<file path="src/rtl/lstm_pkg.sv">
// Shared definitions for the LSTM cell and its upstream sequencer.
package lstm_pkg;

   typedef enum logic [1:0] {
      IDLE  = 2'd0,
      ISSUE = 2'd1,
      WAIT  = 2'd2
   } lstm_seq_state_t;

   // Cell pipeline latency, from x_in_valid to valid.
   localparam int LSTM_DLY = 6;

   // 1.0 in Q8.8.
   localparam int FRAC_ONE = 256;

   localparam int ERR_TIMEOUT  = 0;
   localparam int ERR_SPURIOUS = 1;

endpackage

</file>
<file path="src/rtl/lstm_sequencer.sv">
// Feeds a last-delimited Q8.8 sample stream into the lstm cell one step at a
// time and holds each result in a one-entry valid/ready output register.
module lstm_sequencer
   import lstm_pkg::*;
#(
   parameter int WIDTH   = 16,
   parameter int CNT_W   = 8,
   parameter int TIMEOUT = 15
) (
   input  logic             clk,
   input  logic             rst,
   input  logic [WIDTH-1:0] s_x,
   input  logic             s_valid,
   input  logic             s_last,
   output logic             s_ready,
   input  logic [WIDTH-1:0] h_init,
   input  logic [WIDTH-1:0] C_init,
   input  logic             cell_ready,
   output logic [WIDTH-1:0] cell_x,
   output logic             cell_x_valid,
   output logic [WIDTH-1:0] cell_h,
   output logic             cell_h_valid,
   output logic [WIDTH-1:0] cell_C,
   output logic             cell_C_valid,
   input  logic [WIDTH-1:0] cell_y,
   input  logic [WIDTH-1:0] cell_C_out,
   input  logic             cell_valid,
   output logic [WIDTH-1:0] m_y,
   output logic [WIDTH-1:0] m_C,
   output logic [CNT_W-1:0] m_step,
   output logic             m_last,
   output logic             m_valid,
   input  logic             m_ready,
   output logic [1:0]       err
);

   localparam int WD_W = $clog2(TIMEOUT + 1);

   lstm_seq_state_t state, state_nxt;
   logic             first;
   logic [CNT_W-1:0] step;
   logic             last_q;
   logic [WD_W-1:0]  wdog;
   logic             accept, fire, capture, timeout;

   // NOTE: every signal assigned in this block gets a default first, so no
   // path through the case statement can leave one unassigned and infer a latch.
   always_comb begin
      state_nxt = state;
      s_ready   = 1'b0;
      accept    = 1'b0;
      fire      = 1'b0;
      capture   = 1'b0;
      timeout   = 1'b0;
      case (state)
         IDLE: begin
            s_ready = 1'b1;
            accept  = s_valid;
            if (s_valid) state_nxt = ISSUE;
         end
         ISSUE: begin
            // Holding off while m_valid is set guarantees the result has a home.
            fire = cell_ready & ~m_valid;
            if (fire) state_nxt = WAIT;
         end
         WAIT: begin
            if (cell_valid) begin
               capture   = 1'b1;
               state_nxt = IDLE;
            end else if (wdog == WD_W'(TIMEOUT - 1)) begin
               timeout   = 1'b1;
               state_nxt = IDLE;
            end
         end
         default: state_nxt = IDLE;
      endcase
   end

   assign cell_x_valid = fire;
   assign cell_h_valid = fire & first;
   assign cell_C_valid = fire & first;

   // NOTE: state elements use non-blocking assignments so every flop samples
   // the pre-edge value of every other flop, independent of block ordering.
   always_ff @(posedge clk or posedge rst) begin
      if (rst) state <= IDLE;
      else     state <= state_nxt;
   end

   always_ff @(posedge clk or posedge rst) begin
      if (rst) begin
         first   <= 1'b1;
         step    <= '0;
         last_q  <= 1'b0;
         wdog    <= '0;
         cell_x  <= '0;
         cell_h  <= '0;
         cell_C  <= '0;
         m_y     <= '0;
         m_C     <= '0;
         m_step  <= '0;
         m_last  <= 1'b0;
         m_valid <= 1'b0;
         err     <= '0;
      end else begin
         if (accept) begin
            cell_x <= s_x;
            last_q <= s_last;
            if (first) begin
               cell_h <= h_init;
               cell_C <= C_init;
            end
         end

         if (fire)               wdog <= '0;
         else if (state == WAIT) wdog <= wdog + 1'b1;

         if (capture) begin
            m_y     <= cell_y;
            m_C     <= cell_C_out;
            m_step  <= step;
            m_last  <= last_q;
            m_valid <= 1'b1;
            first   <= last_q;
            step    <= last_q ? '0 : step + 1'b1;
         end else if (m_valid && m_ready) begin
            m_valid <= 1'b0;
         end

         // A timed-out step is dropped and the sequence abandoned.
         if (timeout) begin
            err[ERR_TIMEOUT] <= 1'b1;
            first            <= 1'b1;
            step             <= '0;
         end

         if (cell_valid && state != WAIT) err[ERR_SPURIOUS] <= 1'b1;
      end
   end

endmodule
</file>
<file path="config.mk">
export PLATFORM = sky130hd
export DESIGN_NAME = lstm_sequencer
export DESIGN_NICKNAME = d
export VERILOG_FILES = /design/src/rtl/lstm_pkg.sv /design/src/rtl/lstm_sequencer.sv
export SDC_FILE = /design/constraint.sdc
export NUM_CORES = 1
export LEC_CHECK = 0
export CORE_MARGIN = 2
export CORE_UTILIZATION = 38
export DETAILED_ROUTE_END_ITERATION = 16
export PLACE_DENSITY = 0.76
export RECOVER_POWER = 100
export SKIP_LAST_GASP = 1
export SLEW_MARGIN = 20
export SYNTH_ARGS = -nofsm -noshare
export SYNTH_HDL_FRONTEND = slang
export SYNTH_SLANG_ARGS = --single-unit
</file>
<file path="constraint.sdc">
create_clock -name clk -period 3.1 [get_ports clk]
set_input_delay 0.31 -clock clk [delete_from_list [all_inputs] [get_ports clk]]
set_output_delay 0.31 -clock clk [all_outputs]
set_load 0.005 [all_outputs]
</file>
==> flow_summary.json, run 1 <==
{
  "ys.flops": 108,
  "cp_max_fo": 10,
  "topCombFamilyByArea": "multiplexers",
  "hold_violations": 0,
  "dp_cells": 596,
  "synth_stat.cells": 285,
  "required_ns": 2.79,
  "path_clk_slew_ns": 0.07,
  "cts_tree": "done",
  "dp_slack_ns": 0.8738,
  "hpwl_um": 7183,
  "insertion_delay_ns": 0.34,
  "ant_nets": 0,
  "avgRoutedWirePerCell_um": 16.05,
  "worst_setup_path_start_kind": "register",
  "vdd_ir_drop_max_mv": 0.4188,
  "max_freq_mhz": 394.0,
  "netlist_instances": 285,
  "synthArstFlopShare": 1.000,
  "maxCapViolCount": 0,
  "die_area_um2": 12190,
  "die_w_um": 110.4,
  "power_mw": 5.885,
  "synth_top_flop_cell": "dfrtp_1",
  "drt_wl_total_um": 9806,
  "post_cts_buffers": 0,
  "power.static_leakage_nw": 2.847,
  "h-tree-depth": 3,
  "status": "completed",
  "grt_max_degree": 109,
  "final.setup_skew_ns": 0.009134,
  "io_buffers": 182,
  "yosys-stat-area_um2": 4303,
  "ctsResizeCount": 0,
  "cp.arrival_ns": 2.23,
  "rsz0062_at_grt": "no",
  "r2r_cells": 3,
  "grt_pass1_vias": 3104,
  "cts_buffer_depth": 2,
  "hp-class": "reg2reg",
  "diodes": 0,
  "edf_count": 0,
  "num-nets-final": 557,
  "ys_sh_mux": 0.2326,
  "grt_usage": 0.1645,
  "drt_iter0_drc": 155
}
## run 1: Yosys cell counts, types with 2 or more instances
| cell type | count | area share |
|---|---|---|
| dfrtp_1 | 107 | 0.62 |
| mux2_2 | 58 | 0.15 |
| mux2_1 | 30 | 0.079 |
| o31ai_1 | 8 | 0.014 |
| buf_2 | 7 | 0.0081 |
| inv_1 | 6 | 0.0052 |
| nand2_1 | 6 | 0.0052 |
| o21ai_0 | 6 | 0.0070 |
| a21oi_1 | 5 | 0.0058 |
| nand3b_1 | 5 | 0.0087 |
| or4_1 | 5 | 0.0087 |
| nand3_1 | 4 | 0.0047 |
| nor2_1 | 4 | 0.0035 |
| a21o_1 | 3 | 0.0052 |
| buf_6 | 3 | 0.0079 |
| clkbuf_1 | 3 | 0.0026 |
| ha_1 | 3 | 0.0087 |
| and2_1 | 2 | 0.0029 |
| buf_4 | 2 | 0.0035 |
| o311ai_0 | 2 | 0.0041 |
| xor2_1 | 2 | 0.0041 |
## run 1: stage by stage
step | area [um2] | util
finish | 6544 | 0.5984
global route | 6544 | 0.5984
CTS | 6585 | 0.6022
detailed placement | 6246 | 0.5712
global placement | 6246 | 0.5712
floorplan | 4307 | -
## run 1: cell type report
cell class              instances  area [um2]
clock buffers                  10       239.0
clock inverters                 5       100.1
fillers                       883        4392
inverters                       6       26.28
multi-input cells             154        1450
flip-flops and latches        108        2704
well taps                     140       175.2
repair buffers                188        1849
## run 1: flip-flops by register name, summed over array words and instances, names as in the netlist
| signal | flops |
|---|---|
| err | 2 |
| m_step | 8 |
| cell_x | 16 |
| m_valid | 1 |
| first | 1 |
| wdog | 4 |
| m_C | 16 |
| last_q | 1 |
| m_y | 16 |
| state | 2 |
| step | 8 |
| m_last | 1 |
| cell_h | 16 |
| cell_C | 16 |
## run 1: layer usage
| metal | global-route usage | wire length, um | share of wire |
|---|---|---|---|
| met1 | 0.2017 | 4168 | 0.43 |
| met2 | 0.2667 | 4658 | 0.48 |
| met3 | 0.06531 | 825 | 0.084 |
| met4 | 0.05333 | 153 | 0.016 |
| met5 | 0 | 0 | 0 |
## run 1: final timing paths
kind	startpoint	endpoint	slack (ns)
min in group asynchronous	rst	cell_C[4]	0.95
setup / recovery	state[1]	cell_h_valid	0.56
hold reg to reg	err[1]	err[1]	0.45
max in group asynchronous	rst	cell_C[1]	1.18
hold / removal	err[1]	err[1]	0.45
setup reg to reg	state[1]	m_C[15]	0.79
## run 1: report_power, final
group	internal, mW	switching [mW]	total, mW
sequential	2.06	0.373	2.44
combinational	1.41	0.738	2.15
clock	0.804	0.491	1.30
total	4.28	1.60	5.88
## run 1: cells by family after synthesis
family / count (synthesis)
xor gates and xnor gates: 2
DFF: 108
buffers and inverters: 23
and+or+nand+nor: 32
AOI/OAI and AO/OA: 28
muxes: 89
adders and majority gates: 3
## run 1: critical path, stage by stage, from the launching register on
cell and delay (ns):
dfrtp_1 0.52, nor4bb_1 0.32, clkbuf_1 0.26, and2_0 0.20
dlygate4sd3_1 0.58
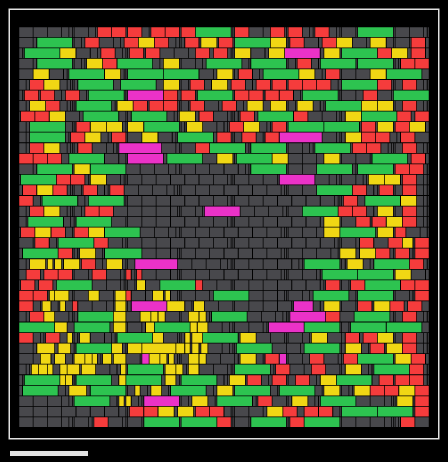
(run_1/class_map.png)
Bar = 20 um. Fill, decap, tap and diode cells in gray.
color	class	cells	share of their area
red	remaining buffers and delay cells	188	29%
yellow	remaining logic cells	160	23%
green	registers	108	42%
magenta	clock drivers and dummy loads	15	5.3%

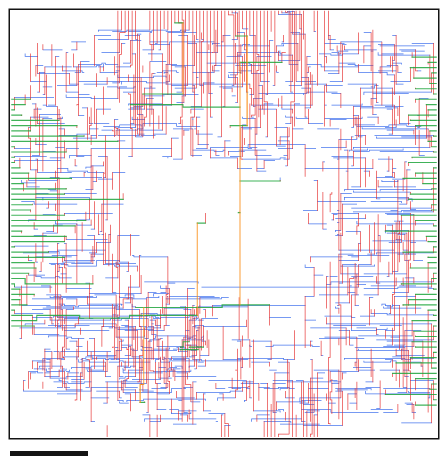
(run_1/layers.png)
Bar = 20 um.
color	layer	wire length
green	M3	826 um
orange	M4	153 um
blue	M1	4170 um
red	M2	4660 um

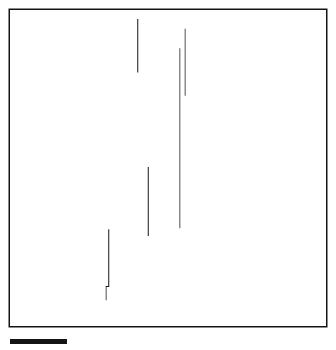
(run_1/m4.png)
Bar = 20 um.
longest straight run	62.6 um
main direction	vertical
nets with wire on the layer	4
wire length on this layer	153 um
share of all routed wire	1.6%

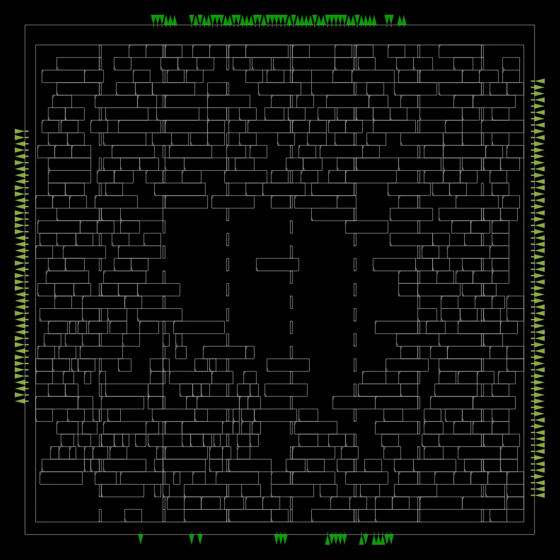
(run_1/placed.png)
sequential share of cell area: 0.4132
Post-Layout Cell Count: 611
row count: 38
tap cell count: 140

==> run 1 -> run 2 <==
==> constraint.sdc (replaced) <==
create_clock -name clk -period 2.2 [get_ports clk]
set_input_delay 0.22 -clock clk [delete_from_list [all_inputs] [get_ports clk]]
set_output_delay 0.22 -clock clk [all_outputs]
set_load 0.005 [all_outputs]
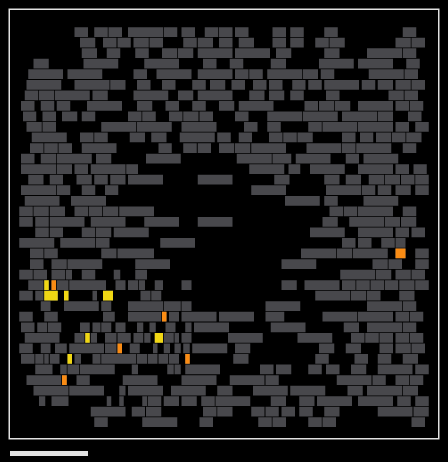
(run_2/gates.png)
Bar = 20 um.
color	family	cells	most used
yellow	nor cells	7	nor2_1
orange	inv cells	6	inv_1

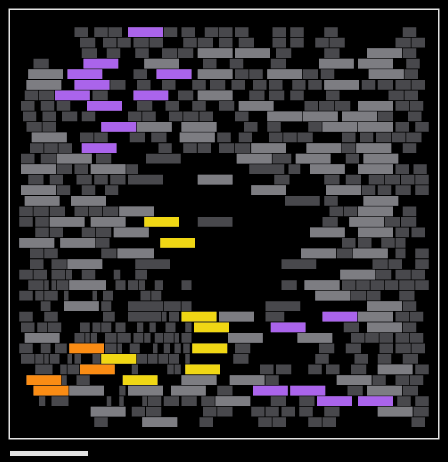
(run_2/ff_map.png)
Bar = 20 um. Other sequential cells in the stronger gray, the rest of the logic in the fainter gray.
color	netlist name	placed flops
yellow	step	8
orange	wdog	4
purple	m_C	16
not colored	80

==> run 2 against run 1 <==
Against the previous run: die size stayed put; global-route usage is 0.12 points lower; first-iteration DRC count is 40% lower; clock power is 21% higher; non-clock buffer count is 2 higher; final area is 0.29% lower; core utilization is 0.17 points lower; critical path type unchanged.
==> flow_summary.json, run 2 <==
{
  "vdd_ir_drop_max_mv": 0.6121,
  "cts_buffer_depth": 2,
  "cp_max_fo": 11,
  "io_buffers": 182,
  "timing.rr.end": "cell_C[15]",
  "synthArstFlopShare": 1.000,
  "setup_viol": 0,
  "diodes": 0,
  "area_leaders": "dfrtp_1 (62%), mux2_2 (15%), mux2_1 (7.9%), o31ai_1 (1.4%), ha_1 (0.87%)",
  "final_max_slew_viol_count": 0,
  "h-tree-depth": 3,
  "met1_usage": 0.2079,
  "most_common_cell": "dfrtp_1",
  "grt_usage": 0.1633,
  "r2r_slack_ns": 0.16,
  "die_area_um2": 12190,
  "powerDensity_nw_per_um2": 1236,
  "max_freq_mhz": 490.0,
  "worst_setup_path_start_kind": "register",
  "overflow": 0,
  "max_stage_delay_ns": 0.53,
  "finalSetupTns_ns": 0,
  "ys_warn_count": 0,
  "critical-path-slowest-cell": "clkdlybuf4s50_1",
  "rsz0062_at_grt": "no",
  "edf_count": 0,
  "hold_violations": 0,
  "grt_pass1_vias": 3173,
  "crit_buf_inv": 1,
  "grt_busiest_layer": "met2",
  "rows": 38,
  "dp_slack_ns": 0.2320,
  "netlist_instances": 285,
  "warnings": 29,
  "hpwl_um": 7185,
  "syn-num-nets": 375,
  "gp_routability_congestion": 0.8078,
  "drt_wl_total_um": 9743,
  "crit_end": "cell_h_valid",
  "path_clk_slew_ns": 0.07,
  "yosys-stat-area_um2": 4303,
  "num-nets-final": 559,
  "syn_to_final_growth_pct": 51.64,
  "required_ns": 1.98,
  "path_class": "reg2out",
  "common_cells": "dfrtp_1 (107), mux2_2 (58), mux2_1 (30), o31ai_1 (8), buf_2 (7)",
  "grt_max_degree": 109,
  "drc": 0,
  "final.setup_skew_ns": 0.006036,
  "ys.flops": 108,
  "final_cell_mix": "dfrtp_1 (106), dlygate4sd3_1 (93), clkdlybuf4s50_1 (89)",
  "grt.met3_usage": 0.05049,
  "syn_area_um2": 4303,
  "drt_iter0_drc": 93,
  "top_area_frac": 0.6223,
  "r2r_cells": 5,
  "reg2reg_from": "state[1]",
  "synth_top_flop_cell": "dfrtp_1",
  "avgRoutedWirePerCell_um": 15.87,
  "synth_stat.cells": 285,
  "critPathTopFamily": "buffers and inverters",
  "use_met2": 0.2699,
  "path_depth": 3,
  "hp-class": "in2reg",
  "drtPass1Iterations": 4,
  "period_minus_slack_ns": 2.041,
  "yosysTopAreaCell": "dfrtp_1",
  "status": "completed",
  "clock_sinks": 108,
  "startpoint": "state[0]",
  "insertion_delay_ns": 0.33,
  "power_mw": 8.064,
  "crit_chain": "nor4bb_1 > and2_0 > clkdlybuf4s50_1",
  "maxCapViolCount": 0,
  "cts_tree": "done",
  "die_w_um": 110.4,
  "cp.arrival_ns": 1.82,
  "ant_nets": 0,
  "power.static_leakage_nw": 2.840
}
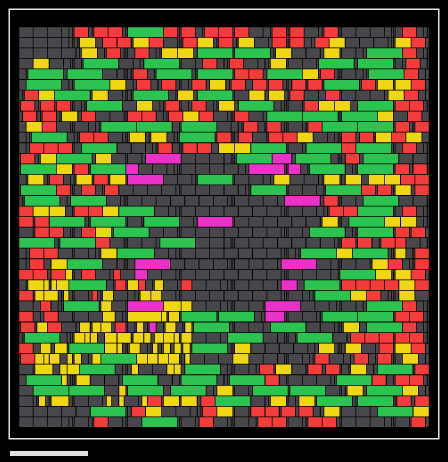
(run_2/class_map.png)
Bar = 20 um. Fill, decap, tap and diode cells in gray.
color	class	cells	share of their area
red	remaining buffers and delay cells	190	29%
magenta	clock drivers and dummy loads	16	4.7%
green	registers	108	43%
yellow	remaining logic cells	160	23%

run 2: cell types whose count changed in the layout (fill, tap and decap cells not counted), moves of 2 or more:
| cell | previous run | this run |
|---|---|---|
| dlygate4sd3_1 | 96 | 93 |
| clkdlybuf4s50_1 | 86 | 89 |
| bufinv_16 | 3 | 0 |
| buf_4 | 0 | 4 |
| clkbuf_1 | 4 | 1 |
| inv_6 | 0 | 2 |
run 2: what timing repair did:
action,4_1_cts,5_1_grt
buffers inserted,0,0
endpoints found under the setup margin,0,3
gates resized,0,1
run 2: cell families (layout without fill, tap and decap cells):
group / Yosys count / count (layout) / share of synthesized area
buffers and inverters: 23 / 212 / 0.03198
multiplexers: 89 / 89 / 0.2326
AND-OR/OR-AND: 28 / 28 / 0.04333
adder cells (fa/ha/maj): 3 / 3 / 0.008724
AND/OR/NAND/NOR: 32 / 32 / 0.05089
flip-flops: 108 / 108 / 0.6284
XOR/XNOR: 2 / 2 / 0.004072
run 2: metal layers:
metal  vias to the layer above  part of all wire  wire (um)
met5                         -                 0          0
met4                         0            0.0076         74
met3                         7             0.073        716
met2                       127              0.50       4845
met1                      1481              0.42       4106
li1                       1401                 -          -
run 2: worst min path at each step:
stage	endpoint	cells after the start	from
final	m_valid	2	m_ready
after global routing	m_valid	2	m_ready
after CTS	m_valid	2	m_ready
after detailed placement	err[1]	1	err[1]
after global placement	err[1]	1	err[1]
after floorplan	m_valid	1	m_ready
run 2: area by class of cell:
class | instances | area [um2]
clock buffers | 11 | 252.7
clock inverters | 5 | 42.54
fillers | 899 | 4410
inverters | 6 | 26.28
multi-input cells | 154 | 1450
flip-flops and latches | 108 | 2705
well taps | 140 | 175.2
repair buffers | 190 | 1873
run 2: power breakdown:
group	switching, mW	internal (mW)	total (mW)
Combinational	1.08	2.01	3.09
Sequential	0.499	2.91	3.41
Clock	0.719	0.847	1.57
Total	2.30	5.76	8.06
run 2: worst reg2reg max path, stage by stage (launching register included):
cell and delay, ns:
dfrtp_1 0.39, clkbuf_1 0.24, nor3b_1 0.34, and2_0 0.17, buf_4 0.38, mux2_2 0.40
run 2: through the flow:
stage	std cells	utilization	instance area, um2
global placement	598	0.5737	6274
floorplan	285	-	4307
finish	614	0.5967	6525
global route	614	0.5967	6525
CTS	614	0.6007	6569
detailed placement	598	0.5737	6274
Power is estimated from default activity; no workload was simulated.
